File: config.mk
export PLATFORM = sky130hd
export DESIGN_NAME = dmem_responder
export DESIGN_NICKNAME = d
export VERILOG_FILES = /design/src/rtl/dmem_responder.sv
export SDC_FILE = /design/constraint.sdc
export NUM_CORES = 1
export LEC_CHECK = 0
export ABC_AREA = 1
export ABC_CLOCK_PERIOD_IN_PS = 6400
export CAP_MARGIN = 20
export CELL_PAD_IN_SITES_DETAIL_PLACEMENT = 0
export CELL_PAD_IN_SITES_GLOBAL_PLACEMENT = 1
export CORE_MARGIN = 8
export CORE_UTILIZATION = 51
export CTS_CLUSTER_DIAMETER = 30
export CTS_CLUSTER_SIZE = 24
export DETAILED_ROUTE_END_ITERATION = 10
export GPL_ROUTABILITY_DRIVEN = 0
export MAX_ROUTING_LAYER = met4
export PLACE_DENSITY = 0.94
export SYNTH_ARGS = -nofsm -noshare
export SYNTH_HDL_FRONTEND = slang
export SYNTH_SLANG_ARGS = --single-unit
File: constraint.sdc
create_clock -name i_clock -period 6.4 [get_ports i_clock]
set_clock_uncertainty 0.15 [all_clocks]
set_input_delay 0.96 -clock i_clock [delete_from_list [all_inputs] [get_ports i_clock]]
set_output_delay 0.96 -clock i_clock [all_outputs]
set_load 0.005 [all_outputs]
File: src/rtl/dmem_responder.sv
// Single-port data-memory responder for a CPU data bus: captures one request,
// inserts WAIT_CYCLES wait states, then returns a one-cycle registered response.
module dmem_responder #(
    parameter int unsigned WAIT_CYCLES = 2,
    parameter int unsigned AW          = 5
) (
    input  logic        i_clock,
    input  logic        i_resetn,
    input  logic        i_req,
    input  logic        i_we,
    input  logic [31:0] i_addr,
    input  logic [31:0] i_wdata,
    output logic        o_ready,
    output logic [31:0] o_rdata,
    output logic        o_err,
    output logic        o_busy
);

    typedef enum logic [1:0] {
        ST_IDLE = 2'd0,
        ST_WAIT = 2'd1,
        ST_RESP = 2'd2
    } state_t;

    localparam int unsigned DEPTH    = 2 ** AW;
    localparam logic [3:0]  CNT_LOAD = (WAIT_CYCLES == 0) ? 4'd0 : 4'(WAIT_CYCLES - 1);

    state_t             r_state;
    state_t             w_state_next;
    logic [3:0]         r_cnt;
    logic [3:0]         w_cnt_next;
    logic [AW+1:0]      r_addr;
    logic               r_we;
    logic [31:0]        r_wdata;
    logic [31:0]        r_mem [DEPTH];
    logic               r_ready;
    logic               r_err;
    logic [31:0]        r_rdata;

    logic               w_capture;
    logic               w_enter_resp;
    logic [AW+1:0]      w_wr_addr;
    logic               w_wr_we;
    logic [31:0]        w_wr_data;
    logic               w_wr_en;
    logic               w_resp_mis;
    logic [31:0]        w_rd_word;

    assign w_capture    = (r_state == ST_IDLE) && i_req;
    assign w_enter_resp = (w_state_next == ST_RESP) && (r_state != ST_RESP);
    assign w_resp_mis   = (r_addr[1:0] != 2'b00);
    assign w_rd_word    = r_mem[r_addr[AW+1:2]];

    // With zero wait states RESP is entered on the capture edge itself,
    // so the commit must use the live inputs rather than the captured copy.
    assign w_wr_addr = (r_state == ST_IDLE) ? i_addr[AW+1:0] : r_addr;
    assign w_wr_we   = (r_state == ST_IDLE) ? i_we           : r_we;
    assign w_wr_data = (r_state == ST_IDLE) ? i_wdata        : r_wdata;
    assign w_wr_en   = w_enter_resp && w_wr_we && (w_wr_addr[1:0] == 2'b00);

    // State and wait-counter registers
    always_ff @(posedge i_clock or negedge i_resetn) begin
        if (!i_resetn) begin
            r_state <= ST_IDLE;
            r_cnt   <= 4'd0;
        end else begin
            r_state <= w_state_next;
            r_cnt   <= w_cnt_next;
        end
    end

    // Next-state and counter logic
    always_comb begin
        w_state_next = r_state;
        w_cnt_next   = r_cnt;
        case (r_state)
            ST_IDLE: begin
                if (i_req) begin
                    w_state_next = (WAIT_CYCLES == 0) ? ST_RESP : ST_WAIT;
                    w_cnt_next   = CNT_LOAD;
                end else begin
                    w_state_next = ST_IDLE;
                end
            end
            ST_WAIT: begin
                if (r_cnt == 4'd0) begin
                    w_state_next = ST_RESP;
                end else begin
                    w_cnt_next = r_cnt - 4'd1;
                end
            end
            ST_RESP: w_state_next = ST_IDLE;
            default: w_state_next = ST_IDLE;
        endcase
    end

    // Request capture; only an IDLE request may update these
    always_ff @(posedge i_clock or negedge i_resetn) begin
        if (!i_resetn) begin
            r_addr  <= '0;
            r_we    <= 1'b0;
            r_wdata <= 32'd0;
        end else if (w_capture) begin
            r_addr  <= i_addr[AW+1:0];
            r_we    <= i_we;
            r_wdata <= i_wdata;
        end
    end

    // Word array, cleared by reset, written on the edge entering RESP
    always_ff @(posedge i_clock or negedge i_resetn) begin
        if (!i_resetn) begin
            for (int i = 0; i < DEPTH; i++) begin
                r_mem[i] <= 32'd0;
            end
        end else if (w_wr_en) begin
            r_mem[w_wr_addr[AW+1:2]] <= w_wr_data;
        end
    end

    // Registered response: strobe appears in the cycle after RESP
    always_ff @(posedge i_clock or negedge i_resetn) begin
        if (!i_resetn) begin
            r_ready <= 1'b0;
            r_err   <= 1'b0;
            r_rdata <= 32'd0;
        end else if (r_state == ST_RESP) begin
            r_ready <= 1'b1;
            r_err   <= w_resp_mis;
            r_rdata <= (!r_we && !w_resp_mis) ? w_rd_word : 32'd0;
        end else begin
            r_ready <= 1'b0;
            r_err   <= 1'b0;
            r_rdata <= 32'd0;
        end
    end

    assign o_ready = r_ready;
    assign o_err   = r_err;
    assign o_rdata = r_rdata;
    assign o_busy  = (r_state != ST_IDLE);

endmodule

==> metrics.yaml <==
status:
  status: "finished clean"
route:
  first_pass_iters: 6
  topRoutingLayerUsed: "met4"
  antenna_left: 0
  wl_met3_um: 13200
  drcViolationCount: 0
  wl_met1_um: 65200
  drt_iter0_drc: 5399
  wl_per_cell_um: 20.0
  vias_per_cell: 5.71
worst_setup_path:
  cp_num_buf_inv: 1
  crit_cells: 7
  reg2reg_to: "r_mem[971]$_DFFE_PN0P_"
  arrival_ns: 4.85
  endpoint: "r_mem[971]$_DFFE_PN0P_"
  rr_worst_depth: 7
  crit_slowest_cell: "a21oi_4"
  crit_type: "reg2reg"
  critPathLaunch: "r_state[1]$_DFF_PN0_"
final_timing:
  timing_hold_violations_final: 0
  drv_slew: 0
  fin_tns_setup_ns: 0
  setup_violations: 0
  fin_crit_ns: 4.35
  rsz0062_at_grt: "no"
  slew_headroom_pct: 23.1
  holdWs_ns: 0.0674
  tightest_slew_ns: 1.15
  layout_setup_ws_ns: 2.05
finish:
  nFillCells: 8334
  seq-cell-share_pct: 47.1
  clock_area_share_pct: 13.1
  lay_top_cells: "nand2_1 (2399), dfrtp_1 (1099), nand3_1 (698), o21ai_1 (609), o21ai_0 (516)"
  drive_above_1_share_pct: 9.05
  combGateArea_um2: 19800
  non_clock_buffer_area_share_pct: 2.96
  largest_class: "flip-flops and latches"
  final-seq-area_um2: 27600
  inverters: 32
  syn_to_final_growth_pct: 18.4
  nClkBuffers: 251
  flop-count: 1104
  top_register: "r_mem"
run:
  drv_cap: 0
pwr:
  p_sw_mw: 10.4
  power.density_nw_per_um2: 484
  seq_power_share_pct: 30.1
  comb-power_mw: 8.03
  powerSeq_mw: 8.56
  switching_share_pct: 36.5
  power_mw: 28.4
  irDropWorstVdd_mv: 0.405
  combPwrFrac_pct: 28.2
die:
  rows: 114
  ios: 103
  fp_util_pct: 51.4
  chipArea_um2: 107000
  fp.dieW_um: 328
  core_um2: 96600
synthesis:
  ys_sh_aoi_pct: 11.6
  adder_share_pct: 0.0505
  ys_cells: 6207
  yosys.area.top_type_share_pct: 55.7
  fp_nets: 6277
  ys_chip_area_um2: 49600
  synthFlopType: "dfrtp_1"
  synthArstFlopShare_pct: 100
  ys.flops: 1104
  synth_cells: 6207
  syn-cell-area_um2: 49600
  synth_seq_share_pct: 55.7
  yosysTopAreaCell: "dfrtp_1"
  ys_warn_count: 0
  syn_area_per_cell_um2: 7.99
  mux_share_pct: 0.484
  ys_types: 27
placed_design:
  port-buffer-count: 77
  dp_cells: 7126
  place_ws_ns: 1.91
  placed_area_um2: 50900
  dp.final_hpwl_um: 74900
global_routing:
  grt_pass1_wl_um: 237000
  grt_pass1_vias: 41400
  grt_max_degree: 199
  antenna_found_initial: 8
  use_met3_pct: 5.87
clock_tree:
  clock_path_buffers: 3
  cts-root-buf: "clkbuf_16"
  insertion_delay_ns: 0.79
  htreeDepth: 4
  clkSinkCount: 1104
met4.png
Drawn at 1.5 px/µm. Supply wires on this layer in gray.
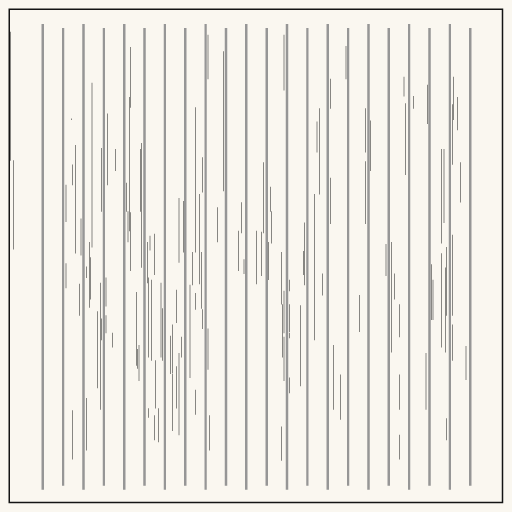
wire length on this layer = 4350 µm
share of all routed wire = 2.9%
longest straight run = 110 µm
final WL: 150000 µm
Vias: 43000

final_congestion.png
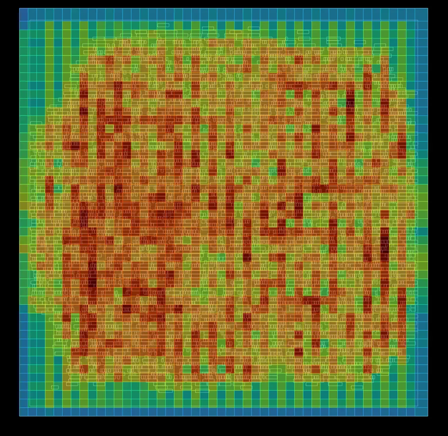
Global Route met2 Usage: 42.7%
Final Util: 60.8%
Tot GR Track Use: 28.7%
GR Layer Usage met1: 39.0%

gate_families.png
Drawn at 1.5 px/µm.
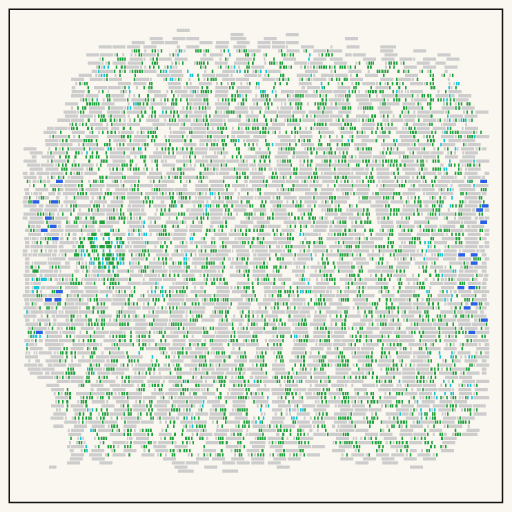
cyan -> NOR gates  # cells 241, most used nor2_1, where spread over the die
blue -> multiplexers  # cells 24, most used mux2i_2
green -> NAND gates  # cells 3132, most used nand2_1, where spread over the die
most numerous logic cell after layout: nand2_1
logic share of the area: 33.8%
final std cells w/o fill: 7532

No activity file was given, so power comes from the tool's default toggle rates.
